**src/rtl/mips_multicycle_control_if.sv**
```systemverilog
// mips_multicycle_control_if: control bundle between the main FSM (master) and the datapath (slave)
interface mips_multicycle_control_if;
    logic [5:0] Opcode;
    logic       MemReady;
    logic       PCWrite;
    logic       PCWriteCond;
    logic       IorD;
    logic       MemRead;
    logic       MemWrite;
    logic       IRWrite;
    logic       MemtoReg;
    logic       RegDst;
    logic       RegWrite;
    logic       ALUSrcA;
    logic [1:0] ALUSrcB;
    logic [1:0] PCSource;
    logic       AluOp1;
    logic       AluOp0;
    logic       InstrDone;
    logic       IllegalOp;
    logic [3:0] State;

    modport master (
        input  Opcode, MemReady,
        output PCWrite, PCWriteCond, IorD, MemRead, MemWrite, IRWrite, MemtoReg, RegDst,
               RegWrite, ALUSrcA, ALUSrcB, PCSource, AluOp1, AluOp0, InstrDone, IllegalOp, State
    );

    modport slave (
        output Opcode, MemReady,
        input  PCWrite, PCWriteCond, IorD, MemRead, MemWrite, IRWrite, MemtoReg, RegDst,
               RegWrite, ALUSrcA, ALUSrcB, PCSource, AluOp1, AluOp0, InstrDone, IllegalOp, State
    );
endinterface

```
**src/rtl/mips_multicycle_control.sv**
```systemverilog
// mips_multicycle_control: multi-cycle MIPS main control FSM with MemReady stalls
module mips_multicycle_control (
    input logic                        clk,
    input logic                        rst_n,
    mips_multicycle_control_if.master  bus
);
    localparam logic [5:0] OP_RTYPE = 6'b000000;
    localparam logic [5:0] OP_LW    = 6'b100011;
    localparam logic [5:0] OP_SW    = 6'b101011;
    localparam logic [5:0] OP_BEQ   = 6'b000100;
    localparam logic [5:0] OP_J     = 6'b000010;
    localparam logic [5:0] OP_ORI   = 6'b001101;

    typedef enum logic [3:0] {
        IDLE   = 4'd0,
        FETCH  = 4'd1,
        DECODE = 4'd2,
        MEMADR = 4'd3,
        MEMRD  = 4'd4,
        MEMWB  = 4'd5,
        MEMWR  = 4'd6,
        EXEC   = 4'd7,
        RCOMP  = 4'd8,
        BRANCH = 4'd9,
        JUMP   = 4'd10,
        IEXEC  = 4'd11,
        ICOMP  = 4'd12
    } state_t;

    state_t state_q, state_d;
    // Opcode is only valid in DECODE, so MEMADR needs the load/store choice remembered
    logic   is_sw_q, is_sw_d;

    always_comb begin
        state_d         = FETCH;
        is_sw_d         = (state_q == DECODE) ? (bus.Opcode == OP_SW) : is_sw_q;
        bus.PCWrite     = 1'b0;
        bus.PCWriteCond = 1'b0;
        bus.IorD        = 1'b0;
        bus.MemRead     = 1'b0;
        bus.MemWrite    = 1'b0;
        bus.IRWrite     = 1'b0;
        bus.MemtoReg    = 1'b0;
        bus.RegDst      = 1'b0;
        bus.RegWrite    = 1'b0;
        bus.ALUSrcA     = 1'b0;
        bus.ALUSrcB     = 2'b00;
        bus.PCSource    = 2'b00;
        bus.AluOp1      = 1'b0;
        bus.AluOp0      = 1'b0;
        bus.InstrDone   = 1'b0;
        bus.IllegalOp   = 1'b0;
        bus.State       = state_q;
        case (state_q)
            IDLE: state_d = FETCH;
            FETCH: begin
                bus.MemRead = 1'b1;
                bus.ALUSrcB = 2'b01;
                bus.IRWrite = bus.MemReady;
                bus.PCWrite = bus.MemReady;
                state_d     = bus.MemReady ? DECODE : FETCH;
            end
            DECODE: begin
                bus.ALUSrcB   = 2'b11;
                state_d       = (bus.Opcode == OP_LW || bus.Opcode == OP_SW) ? MEMADR :
                                (bus.Opcode == OP_RTYPE) ? EXEC :
                                (bus.Opcode == OP_BEQ)   ? BRANCH :
                                (bus.Opcode == OP_J)     ? JUMP :
                                (bus.Opcode == OP_ORI)   ? IEXEC : FETCH;
                bus.IllegalOp = (state_d == FETCH);
            end
            MEMADR: begin
                bus.ALUSrcA = 1'b1;
                bus.ALUSrcB = 2'b10;
                state_d     = is_sw_q ? MEMWR : MEMRD;
            end
            MEMRD: begin
                bus.MemRead = 1'b1;
                bus.IorD    = 1'b1;
                state_d     = bus.MemReady ? MEMWB : MEMRD;
            end
            MEMWB: begin
                bus.RegWrite  = 1'b1;
                bus.MemtoReg  = 1'b1;
                bus.InstrDone = 1'b1;
            end
            MEMWR: begin
                bus.MemWrite  = 1'b1;
                bus.IorD      = 1'b1;
                bus.InstrDone = bus.MemReady;
                state_d       = bus.MemReady ? FETCH : MEMWR;
            end
            EXEC: begin
                bus.ALUSrcA = 1'b1;
                bus.AluOp1  = 1'b1;
                state_d     = RCOMP;
            end
            RCOMP: begin
                bus.RegWrite  = 1'b1;
                bus.RegDst    = 1'b1;
                bus.InstrDone = 1'b1;
            end
            BRANCH: begin
                bus.ALUSrcA     = 1'b1;
                bus.AluOp0      = 1'b1;
                bus.PCWriteCond = 1'b1;
                bus.PCSource    = 2'b01;
                bus.InstrDone   = 1'b1;
            end
            JUMP: begin
                bus.PCWrite   = 1'b1;
                bus.PCSource  = 2'b10;
                bus.InstrDone = 1'b1;
            end
            IEXEC: begin
                bus.ALUSrcA = 1'b1;
                bus.ALUSrcB = 2'b10;
                bus.AluOp1  = 1'b1;
                bus.AluOp0  = 1'b1;
                state_d     = ICOMP;
            end
            ICOMP: begin
                bus.RegWrite  = 1'b1;
                bus.InstrDone = 1'b1;
            end
            default: state_d = FETCH;
        endcase
    end

    always_ff @(posedge clk) begin
        if (!rst_n) begin
            state_q <= IDLE;
            is_sw_q <= 1'b0;
        end else begin
            state_q <= state_d;
            is_sw_q <= is_sw_d;
        end
    end
endmodule

```
**src/flat_wrapper.sv**
```systemverilog
// flat-port wrapper written by rule: the top's interface ports become plain ports
module mips_multicycle_control_flat 
  (clk, rst_n, bus_Opcode, bus_MemReady, bus_PCWrite, bus_PCWriteCond, bus_IorD, bus_MemRead, bus_MemWrite, bus_IRWrite, bus_MemtoReg, bus_RegDst, bus_RegWrite, bus_ALUSrcA, bus_ALUSrcB, bus_PCSource, bus_AluOp1, bus_AluOp0, bus_InstrDone, bus_IllegalOp, bus_State);
  mips_multicycle_control_if bus_i ();
  input logic clk;
  input logic rst_n;
  input wire logic [$bits(bus_i.Opcode)-1:0] bus_Opcode;
  input wire logic [$bits(bus_i.MemReady)-1:0] bus_MemReady;
  output wire logic [$bits(bus_i.PCWrite)-1:0] bus_PCWrite;
  output wire logic [$bits(bus_i.PCWriteCond)-1:0] bus_PCWriteCond;
  output wire logic [$bits(bus_i.IorD)-1:0] bus_IorD;
  output wire logic [$bits(bus_i.MemRead)-1:0] bus_MemRead;
  output wire logic [$bits(bus_i.MemWrite)-1:0] bus_MemWrite;
  output wire logic [$bits(bus_i.IRWrite)-1:0] bus_IRWrite;
  output wire logic [$bits(bus_i.MemtoReg)-1:0] bus_MemtoReg;
  output wire logic [$bits(bus_i.RegDst)-1:0] bus_RegDst;
  output wire logic [$bits(bus_i.RegWrite)-1:0] bus_RegWrite;
  output wire logic [$bits(bus_i.ALUSrcA)-1:0] bus_ALUSrcA;
  output wire logic [$bits(bus_i.ALUSrcB)-1:0] bus_ALUSrcB;
  output wire logic [$bits(bus_i.PCSource)-1:0] bus_PCSource;
  output wire logic [$bits(bus_i.AluOp1)-1:0] bus_AluOp1;
  output wire logic [$bits(bus_i.AluOp0)-1:0] bus_AluOp0;
  output wire logic [$bits(bus_i.InstrDone)-1:0] bus_InstrDone;
  output wire logic [$bits(bus_i.IllegalOp)-1:0] bus_IllegalOp;
  output wire logic [$bits(bus_i.State)-1:0] bus_State;
  assign bus_i.Opcode = bus_Opcode;
  assign bus_i.MemReady = bus_MemReady;
  assign bus_PCWrite = bus_i.PCWrite;
  assign bus_PCWriteCond = bus_i.PCWriteCond;
  assign bus_IorD = bus_i.IorD;
  assign bus_MemRead = bus_i.MemRead;
  assign bus_MemWrite = bus_i.MemWrite;
  assign bus_IRWrite = bus_i.IRWrite;
  assign bus_MemtoReg = bus_i.MemtoReg;
  assign bus_RegDst = bus_i.RegDst;
  assign bus_RegWrite = bus_i.RegWrite;
  assign bus_ALUSrcA = bus_i.ALUSrcA;
  assign bus_ALUSrcB = bus_i.ALUSrcB;
  assign bus_PCSource = bus_i.PCSource;
  assign bus_AluOp1 = bus_i.AluOp1;
  assign bus_AluOp0 = bus_i.AluOp0;
  assign bus_InstrDone = bus_i.InstrDone;
  assign bus_IllegalOp = bus_i.IllegalOp;
  assign bus_State = bus_i.State;
  mips_multicycle_control u_core (.clk(clk), .rst_n(rst_n), .bus(bus_i));
endmodule
```
**config.mk**
```make
export PLATFORM = sky130hd
export DESIGN_NAME = mips_multicycle_control_flat
export DESIGN_NICKNAME = d
export VERILOG_FILES = /design/src/rtl/mips_multicycle_control_if.sv /design/src/rtl/mips_multicycle_control.sv /design/src/flat_wrapper.sv
export SDC_FILE = /design/constraint.sdc
export NUM_CORES = 1
export LEC_CHECK = 0
export CAP_MARGIN = 5
export CORE_MARGIN = 3
export CORE_UTILIZATION = 43
export CTS_BUF_LIST = sky130_fd_sc_hd__clkbuf_8
export CTS_CLUSTER_DIAMETER = 60
export DETAILED_ROUTE_END_ITERATION = 16
export PLACE_DENSITY_LB_ADDON = 0.1
export SYNTH_ARGS = -nofsm -noshare
export SYNTH_HDL_FRONTEND = slang
export SYNTH_SLANG_ARGS = --single-unit
```
**constraint.sdc**
```tcl
create_clock -name clk -period 2.9 [get_ports clk]
set_input_delay 0.435 -clock clk [delete_from_list [all_inputs] [get_ports clk]]
set_output_delay 0.435 -clock clk [all_outputs]
set_load 0.01 [all_outputs]
```
### Cells colored by class, run 1

(12 px per um) Fill, decap, tap and diode cells in gray.
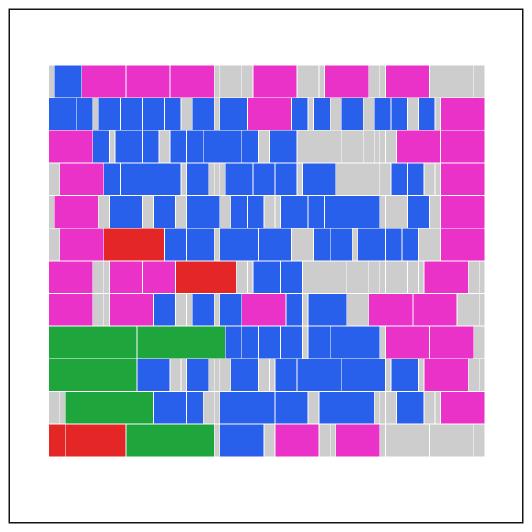
[magenta] remaining buffers and delay cells | cells: 32
[blue] remaining logic cells | cells: 77
[red] clock drivers and dummy loads | cells: 4
[green] registers | cells: 5
core utilization of the finished layout: 0.784
count of standard-cell rows: 12
register fraction of the total cell area: 0.108

### Clock distribution, run 1

(12 px per um)
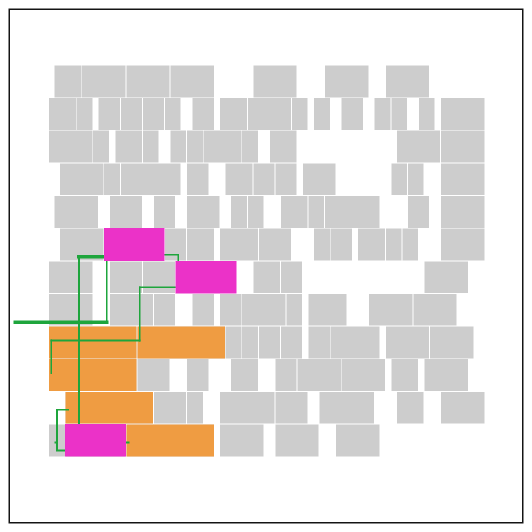
[orange] flip-flops | count: 5
[magenta] clock-net drivers | count: 3
[green] clock wires | length: 73.5 um
routed clock nets: 4

==> GITHUB_STEP_SUMMARY, run 1 <==
### Metrics collected by this job

| Metric | Value |
|---|---|
| Root cell of the clock tree | clkbuf_8 |
| Post-synth area from yosys stat | 578 um2 |
| Die Wd | 42.7 um |
| Height of the die | 42.7 um |
| Initial DRC Count | 23 |
| Htree depth | 1 |
| Comb. pwr | 0.0724 mW |
| Most frequent CP cell | clkdlybuf4s50_1 |
| CTS sink count | 5 |
| Met2 routed wirelength | 748 um |
| AND-OR/OR-AND Cells, Area Fraction | 0.299 |
| Post-synth EDFFs | 0 |
| Origin of the worst min-delay path | u_core.is_sw_q$_SDFFE_PN0P_ |
| Setup ws final | 0.183 ns |
| Post-CTS Resized | 0 |
| Buffers added on ports | 30 |
| TritonRoute pass-1 iters | 7 |
| Depth of the most critical reg-to-reg path | 4 |
| Synth logic family | simple AND/OR/NAND/NOR gates |
| FFs & Latches | 5 |
| Most common library cell in the layout ignoring fill and taps | clkdlybuf4s50_1 |
| Boundary pin count | 31 |
| Post-CTS Setup Repair Bufs | 0 |
| Endpoint arrival time on the critical path | 2.28 ns |
| Normalized max-slew margin | 0.714 |
| Non-clock inverter total of the final layout | 4 |
| Met1 layer usage reported by global route | 0.273 |
| Type of element launching the critical path | input port |
| Post-route antenna net violation count | 0 |
| Total power after layout | 0.267 mW |
| Shortest period the worst path allows | 2.72 ns |
| Met2 capacity usage during global routing | 0.296 |
| Pre-CTS setup slack | 0.197 ns |
| Cycle use final | 0.937 |
| Worst Path Required | 2.47 ns |
| Chain of cells forming the critical path | clkdlybuf4s50_1, or4b_1, o22ai_2, nor4_2, clkdlybuf4s50_1 |
| Vias in the first global route | 662 |
| Tightest Hold Check Type | flip-flop to flip-flop |
| Worst reg2reg endpoint | u_core.bus.State[2]$_SDFF_PN0_ |
| Max FFs per register | 4 |
| Number of hold-repair buffers added at the cts stage | 0 |
| Worst Hold Path Cells | 2 |
| Commonest register cell after synthesis | dfxtp_1 |
| Largest power group | clock |
| Endpoint class of the critical path | output pin |
| Unrepaired setup endpoints after global routing | no |
| Switching part of the total power | 0.253 |
| Placed cells | 128 |
| Post-layout nets | 128 |
| Internal Dissipation | 0.199 mW |
| Source of the worst register-to-register timing path | u_core.bus.State[2]$_SDFF_PN0_ |
| Syn Area/Cell | 6.64 um2 |
| Clock tree buffer count of the final layout | 3 |
| Layout cell share with drive strength beyond 1 | 0.0847 |
| Register area share after synthesis | 0.173 |
| P_clk | 0.122 mW |
| Top Layout Cells | clkdlybuf4s50_1 (30), a21oi_1 (14), nor2_1 (14), nand2b_1 (8), nand2_1 (7) |
| Count of vias placed by the detailed router | 736 |
| Worst slew pin tran | 0.428 ns |
| Total cells reported by yosys after synthesis | 87 |
| Clock transition at the registers of the reported paths | 0.03 ns |
| Area leader, netlist | dfxtp_1 |
| Bufs w/o clock | 32 |
| Post-route cell area | 930 um2 |
| Detailed-routed wire length on met3 | 111 um |
| Clock tree cell share of total cell area | 0.0485 |
| Antenna violations before repair | 0 |
| Final weighted congestion of routability-driven global placement | 0.799 |
| Number of antenna repair diodes | 0 |
| Routed length on met1 | 786 um |
| Aggregate global routing overflow | 0 |
| Delay of the slowest critical-path stage | 0.58 ns |
| Dominant class by area | logic gates |
| Aggregate negative setup slack | 0 ns |
| Count of final max-slew check failures | 0 |
| Highest fanout seen on the critical path | 4 |
| Logic depth of the worst setup path including buffers | 5 |
| Most congested layer reported by global routing | met2 |
| Leakage Power | 0.319 nW |
| Well-tap cell count | 14 |
| DRC errors left | 0 |
| Ys Warns | 0 |
| Start-to-end type of the worst setup path | input port to output pin |
| Fraction of area in multi-input gates | 0.470 |
| Endpoint of the worst setup timing path | bus_IllegalOp |
| Floorplan-stage core utilization | 0.487 |
| Skew-Pair Late Insertion Delay | 0.22 ns |
| Total die area | 0.00182 mm2 |
| Post-synth regs | 5 |
| Number of cells in the finished layout apart from fillers | 132 |
| Filler Cells Inserted | 92 |
| Part of the total power dissipated in combinational logic | 0.272 |
| Worst Clk Skew | 0.00174 ns |
| Synthesized net count | 96 |
| Global-route track usage on met3 | 0.0551 |
| Logic area | 437 um2 |
| Wirelength per Cell | 12.6 um |
| Highest metal layer with signal wires | met4 |
| Crit path buf inv count | 2 |
| Status | complete, no violations |
| R2r setup slk | 1.49 ns |
| Top achievable clock speed | 0.368 GHz |
| Fraction of cell area in non-clock buffers | 0.339 |
| Wire length reported by the detailed router | 1.66 mm |
| CTS tree | built |
| HPWL Detailed | 1.23 mm |
| Inserted Clock Buffers | 3 |
| Tool warning count | 26 |
| Total power per unit cell area | 287 mW/mm2 |
| Worst Hold Margin | 0.444 ns |
| Maximum number of pins on one net before global-route repair | 18 |
| Power spent charging and discharging nets | 0.0675 mW |
| Multi-input gates | 73 |
| Final hold viol count | 0 |
| Start point of the critical path | bus_Opcode[0] |
| Setup Viol. Count Final | 0 |
| Simple logic cell fraction of the synthesized area | 0.424 |
| Slowest library cell on the worst path | or4b_1 |
| Clock network fraction of total power | 0.458 |
| Synthesized instance count | 87 |
| Maximum Capacitance Violations | 0 |
| Netlist area before placement | 578 um2 |
| Wire length of the first global-routing pass | 2.87 mm |
| Synth-to-Final Area Change | 60.8% |
| Placeable core area | 0.00119 mm2 |
### Layout detail, run 1

Window x 22 to 42, y 22 to 42 um. Cells in gray, sequential cells in the stronger gray; small squares are vias.
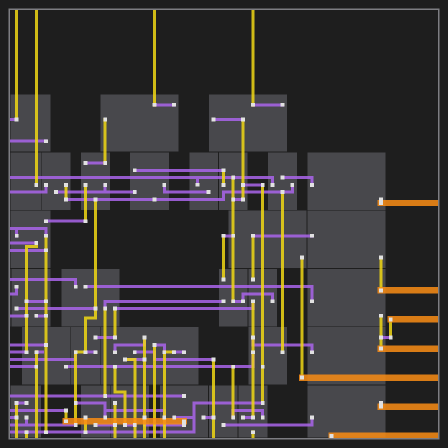
[purple] M1
[yellow] M2
[orange] M3
sequential cells in the window: 0
cells with their middle in the window: 30
most frequent: clkdlybuf4s50_1 (9), nor2_1 (8)

--- run 2 (diff from run 1) ---
--- a/config.mk
+++ b/config.mk
@@ -6,12 +6,12 @@
 export NUM_CORES = 1
 export LEC_CHECK = 0
 export CAP_MARGIN = 5
-export CORE_MARGIN = 3
 export CORE_UTILIZATION = 43
 export CTS_BUF_LIST = sky130_fd_sc_hd__clkbuf_8
 export CTS_CLUSTER_DIAMETER = 60
 export DETAILED_ROUTE_END_ITERATION = 16
 export PLACE_DENSITY_LB_ADDON = 0.1
+export RECOVER_POWER = 25
 export SYNTH_ARGS = -nofsm -noshare
 export SYNTH_HDL_FRONTEND = slang
 export SYNTH_SLANG_ARGS = --single-unit
### PDN straps and rails, run 2

(10 px per um) Pins as bars on the die edge.
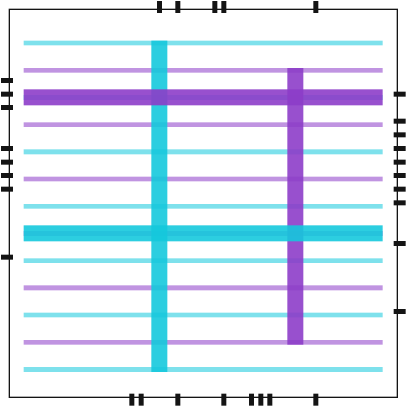
[cyan] VSS
[purple] VDD
signal pins: 31
rows: 12
met5 straps: 2
met4 straps: 2
placeable core area: 0.00117 mm2
Worst IR Drop VDD: 0.314 mV
Die Wd: 38.7 um

==> GITHUB_STEP_SUMMARY, run 2 <==
### Metrics collected by this job

| Metric | Value |
|---|---|
| FFs & Latches | 5 (unchanged) |
| Start point of the critical path | bus_Opcode[5] |
| Total die area | 0.00149 mm2 (-18%) |
| Comb. pwr | 0.0716 mW (-1%) |
| Commonest register cell after synthesis | dfxtp_1 |
| Ys Warns | 0 (unchanged) |
| Synth logic family | simple AND/OR/NAND/NOR gates |
| DRC errors left | 0 (unchanged) |
| Post-route antenna net violation count | 0 (unchanged) |
| Part of the total power dissipated in combinational logic | 0.271 (about the same) |
| Final weighted congestion of routability-driven global placement | 0.823 (+3.0%) |
| Setup ws final | 0.198 ns (+0.0160 ns) |
| Aggregate negative setup slack | 0 ns (unchanged) |
| TritonRoute pass-1 iters | 4 (-3) |
| Wirelength per Cell | 12.4 um (-1.7%) |
| Origin of the worst min-delay path | u_core.is_sw_q$_SDFFE_PN0P_ |
| HPWL Detailed | 1.23 mm (+0.19%) |
| Crit path buf inv count | 2 (unchanged) |
| Root cell of the clock tree | clkbuf_8 |
| Synthesized net count | 96 (unchanged) |
| Top achievable clock speed | 0.370 GHz (+0.59%) |
| Clock tree cell share of total cell area | 0.0485 (unchanged) |
| Number of cells in the finished layout apart from fillers | 132 (unchanged) |
| Largest power group | clock |
| Tightest Hold Check Type | flip-flop to flip-flop |
| Syn Area/Cell | 6.64 um2 (unchanged) |
| Fraction of cell area in non-clock buffers | 0.339 (unchanged) |
| Worst reg2reg endpoint | u_core.bus.State[2]$_SDFF_PN0_ |
| Most common library cell in the layout ignoring fill and taps | clkdlybuf4s50_1 |
| Setup Viol. Count Final | 0 (unchanged) |
| Status | complete, no violations |
| Highest fanout seen on the critical path | 4 (unchanged) |
| Clock network fraction of total power | 0.457 (about the same) |
| Skew-Pair Late Insertion Delay | 0.22 ns (about the same) |
| Post-synth EDFFs | 0 (unchanged) |
| Total power after layout | 0.264 mW (-0.86%) |
| Endpoint arrival time on the critical path | 2.27 ns (about the same) |
| Met2 routed wirelength | 791 um (+5.7%) |
| Most congested layer reported by global routing | met2 |
| Netlist area before placement | 578 um2 (unchanged) |
| Number of hold-repair buffers added at the cts stage | 0 (unchanged) |
| Post-CTS Setup Repair Bufs | 0 (unchanged) |
| Delay of the slowest critical-path stage | 0.58 ns (about the same) |
| Worst Hold Margin | 0.456 ns (+0.0112 ns) |
| CTS tree | built |
| Filler Cells Inserted | 96 (+4.3%) |
| Count of vias placed by the detailed router | 751 (+2.0%) |
| Logic area | 437 um2 (unchanged) |
| Post-synth area from yosys stat | 578 um2 (unchanged) |
| Depth of the most critical reg-to-reg path | 4 (unchanged) |
| Chain of cells forming the critical path | dlygate4sd3_1, or4b_1, o22ai_2, nor4_2, clkdlybuf4s50_1 |
| Endpoint of the worst setup timing path | bus_IllegalOp |
| Aggregate global routing overflow | 0 (unchanged) |
| Worst Hold Path Cells | 2 (unchanged) |
| CTS sink count | 5 (unchanged) |
| Source of the worst register-to-register timing path | u_core.bus.State[2]$_SDFF_PN0_ |
| Internal Dissipation | 0.198 mW (-0.51%) |
| Antenna violations before repair | 0 (unchanged) |
| Buffers added on ports | 30 (unchanged) |
| Total power per unit cell area | 284 mW/mm2 (-0.86%) |
| Inserted Clock Buffers | 3 (unchanged) |
| R2r setup slk | 1.44 ns (-0.05 ns) |
| Highest metal layer with signal wires | met4 |
| Register fraction of the total cell area | 0.108 (unchanged) |
| Layout cell share with drive strength beyond 1 | 0.0847 (unchanged) |
| Htree depth | 1 (unchanged) |
| Well-tap cell count | 14 (unchanged) |
| Wire length reported by the detailed router | 1.63 mm (-1.7%) |
| Shortest period the worst path allows | 2.70 ns (-0.0160 ns) |
| Synth-to-Final Area Change | 60.8% (unchanged) |
| Area leader, netlist | dfxtp_1 |
| Count of final max-slew check failures | 0 (unchanged) |
| Final hold viol count | 0 (unchanged) |
| Logic depth of the worst setup path including buffers | 5 (unchanged) |
| Unrepaired setup endpoints after global routing | no |
| Cycle use final | 0.932 (-0.00551) |
| Leakage Power | 0.323 nW (+1.3%) |
| Non-clock inverter total of the final layout | 4 (unchanged) |
| Count of standard-cell rows | 12 (unchanged) |
| Wire length of the first global-routing pass | 2.75 mm (-4.1%) |
### Routing congestion, run 2

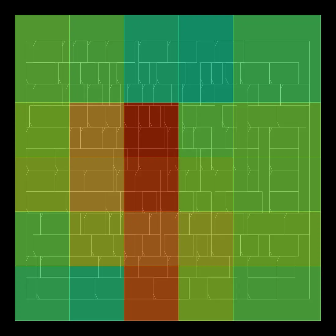
global-route track usage on met3: 0.0289
global-route total usage across every layer: 0.253
met1 layer usage reported by global route: 0.318

--- run 3 (diff from run 2) ---
--- a/config.mk
+++ b/config.mk
@@ -12,6 +12,7 @@
 export DETAILED_ROUTE_END_ITERATION = 16
 export PLACE_DENSITY_LB_ADDON = 0.1
 export RECOVER_POWER = 25
+export SKIP_CTS_REPAIR_TIMING = 1
 export SYNTH_ARGS = -nofsm -noshare
 export SYNTH_HDL_FRONTEND = slang
 export SYNTH_SLANG_ARGS = --single-unit
### Routing congestion, run 3

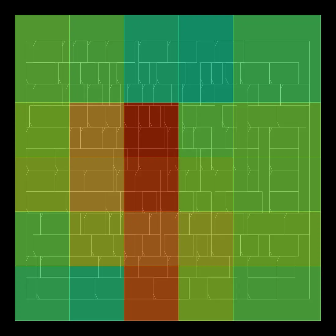
core utilization of the finished layout: 0.794
met2 capacity usage during global routing: 0.446
Wirelength per Cell: 12.4 um
most congested layer reported by global routing: met2

==> GITHUB_STEP_SUMMARY, run 3 <==
### Metrics collected by this job

| Metric | Value |
|---|---|
| Worst Hold Path Cells | 2 (unchanged) |
| Boundary pin count | 31 |
| DRC errors left | 0 (unchanged) |
| Post-layout nets | 128 |
| Multi-input gates | 73 |
| Wire length reported by the detailed router | 1.63 mm (unchanged) |
| Antenna violations before repair | 0 (unchanged) |
| Crit path buf inv count | 2 (unchanged) |
| Xor+xnor area frac | 0.0152 |
| Endpoint of the worst setup timing path | bus_IllegalOp |
| Register fraction of the total cell area | 0.108 (unchanged) |
| Logic depth of the worst setup path including buffers | 5 (unchanged) |
| Synth logic family | simple AND/OR/NAND/NOR gates |
| Inserted Clock Buffers | 3 (unchanged) |
| Status | complete, no violations |
| Met2 routed wirelength | 791 um (unchanged) |
| Endpoint class of the critical path | output pin |
| HPWL Detailed | 1.23 mm (unchanged) |
| Clock transition at the registers of the reported paths | 0.03 ns |
| Count of standard-cell rows | 12 (unchanged) |
| Synthesized net count | 96 (unchanged) |
| Well-tap cell count | 14 (unchanged) |
| Clock tree buffer count of the final layout | 3 |
| Worst Hold Margin | 0.456 ns (unchanged) |
| Shortest period the worst path allows | 2.70 ns (unchanged) |
| Start-to-end type of the worst setup path | input port to output pin |
| Simple logic cell fraction of the synthesized area | 0.424 |
| Placed cells | 128 |
| Part of the total power dissipated in combinational logic | 0.271 (about the same) |
| AND-OR/OR-AND Cells, Area Fraction | 0.299 |
| Synthesized instance count | 87 |
| Fraction of power consumed by sequential logic | 0.272 |
| Sequential logic power | 0.0720 mW |
| Internal Dissipation | 0.198 mW (unchanged) |
| Setup ws final | 0.198 ns (unchanged) |
| Multiplexer share of the synthesized area | 0.0173 |
| Worst Path Required | 2.47 ns |
| Unrepaired setup endpoints after global routing | no |
| Floorplan-stage core utilization | 0.494 |
| Worst reg2reg endpoint | u_core.bus.State[2]$_SDFF_PN0_ |
| Top Layout Cells | clkdlybuf4s50_1 (27), a21oi_1 (14), nor2_1 (14), nand2b_1 (8), nand2_1 (7) |
| Cell family with the largest share of critical-path delay | buffers and inverters |
| FFs & Latches | 5 (unchanged) |
| R2r setup slk | 1.44 ns (about the same) |
| Clock network fraction of total power | 0.457 (about the same) |
| Filler Cells Inserted | 96 (unchanged) |
| Switching part of the total power | 0.251 |
| Post-route cell area | 930 um2 |
| Final weighted congestion of routability-driven global placement | 0.823 (unchanged) |
| Aggregate negative setup slack | 0 ns (unchanged) |
| TritonRoute pass-1 iters | 4 (unchanged) |
| Post-route antenna net violation count | 0 (unchanged) |
| Chain of cells forming the critical path | dlygate4sd3_1, or4b_1, o22ai_2, nor4_2, clkdlybuf4s50_1 |
| Depth of the most critical reg-to-reg path | 4 (unchanged) |
| Non-clock inverter total of the final layout | 4 (unchanged) |
| Final hold viol count | 0 (unchanged) |
| Dominant class by area | logic gates |
| CTS tree | built |
| CTS sink count | 5 (unchanged) |
| Post-synth EDFFs | 0 (unchanged) |
| Setup Viol. Count Final | 0 (unchanged) |
| Maximum Capacitance Violations | 0 |
| Most common library cell in the layout ignoring fill and taps | clkdlybuf4s50_1 |
| Endpoint arrival time on the critical path | 2.27 ns (about the same) |
| Total power per unit cell area | 284 mW/mm2 (unchanged) |
| Fraction of area in multi-input gates | 0.470 |
| Largest power group | clock |
| Count of vias placed by the detailed router | 751 (unchanged) |
| Logic area | 437 um2 (unchanged) |
| Highest metal layer with signal wires | met4 |
| Maximum clock insertion buffer count | 2 |
| Register area | 100 um2 |
| Placeable core area | 0.00117 mm2 (unchanged) |
| Htree depth | 1 (unchanged) |
| Worst IR Drop VDD | 0.314 mV (unchanged) |
| FA/HA/MAJ Cells, Area Fraction | 0 |
| Vias in the first global route | 640 |
| Initial DRC Count | 24 |
| Worst slew pin tran | 0.438 ns |
| Top achievable clock speed | 0.370 GHz (unchanged) |
| Source of the worst register-to-register timing path | u_core.bus.State[2]$_SDFF_PN0_ |
| Netlist area before placement | 578 um2 (unchanged) |
| Area share, top type | 0.173 |
| Post-synth area from yosys stat | 578 um2 (unchanged) |
| Placed Area | 885 um2 |
| Commonest register cell after synthesis | dfxtp_1 |
| Root cell of the clock tree | clkbuf_8 |
| Share of flip-flops with an asynchronous set or reset | 0 |
| Wire length of the first global-routing pass | 2.75 mm (unchanged) |
| Delay of the slowest critical-path stage | 0.58 ns (about the same) |
| Syn Area/Cell | 6.64 um2 (unchanged) |
| Count of final max-slew check failures | 0 (unchanged) |
| Bufs w/o clock | 32 |
| Comb. pwr | 0.0716 mW (about the same) |
| Start point of the critical path | bus_Opcode[5] |
| Number of cells in the finished layout apart from fillers | 132 (unchanged) |
| Origin of the worst min-delay path | u_core.is_sw_q$_SDFFE_PN0P_ |
| Aggregate global routing overflow | 0 (unchanged) |
| Leakage Power | 0.323 nW (unchanged) |
| Global-route track usage on met3 | 0.0289 (unchanged) |
| Commonest cells post-synth | a21oi_1 (14), nor2_1 (14), nand2b_1 (8), nand2_1 (7), dfxtp_1 (5) |
| Die Wd | 38.7 um (unchanged) |
| Detailed-routed wire length on met3 | 112 um |
| Number of distinct library cells after synthesis | 33 |
| Buffers added on ports | 30 (unchanged) |
| Tightest Hold Check Type | flip-flop to flip-flop |
| Tool warning count | 26 |
| Worst Clk Skew | 0.00353 ns |
| Skew-Pair Late Insertion Delay | 0.22 ns (about the same) |
| Layout cell share with drive strength beyond 1 | 0.0847 (unchanged) |
| Number of antenna repair diodes | 0 |
| Normalized max-slew margin | 0.705 |
| Cycle use final | 0.932 (unchanged) |
| Post-synth regs | 5 |
| Area leader, netlist | dfxtp_1 |
| Highest fanout seen on the critical path | 4 (unchanged) |
| Routed length on met1 | 721 um |
| Total power after layout | 0.264 mW (unchanged) |
| Ys Warns | 0 (unchanged) |
| Total cells reported by yosys after synthesis | 87 |
| Clock tree cell share of total cell area | 0.0485 (unchanged) |
| Max FFs per register | 4 |
| Fraction of cell area in non-clock buffers | 0.339 (unchanged) |
| Met1 layer usage reported by global route | 0.318 (unchanged) |
| Height of the die | 38.7 um |
| Total die area | 0.00149 mm2 (unchanged) |
| Global-route total usage across every layer | 0.253 (unchanged) |
| Synth-to-Final Area Change | 60.8% (unchanged) |
| Type of element launching the critical path | input port |
### Clock distribution, run 3

(12 px per um)
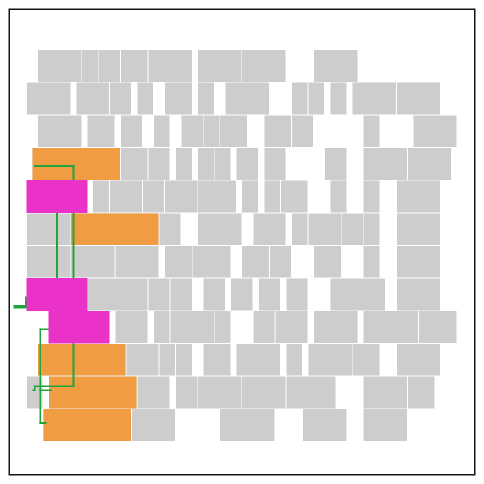
[green] clock wires | length: 55.7 um
[magenta] clock-net drivers | count: 3
[orange] flip-flops | count: 5
routed clock nets: 4

Power figures rest on the tool's default switching activity, not on a simulated workload.
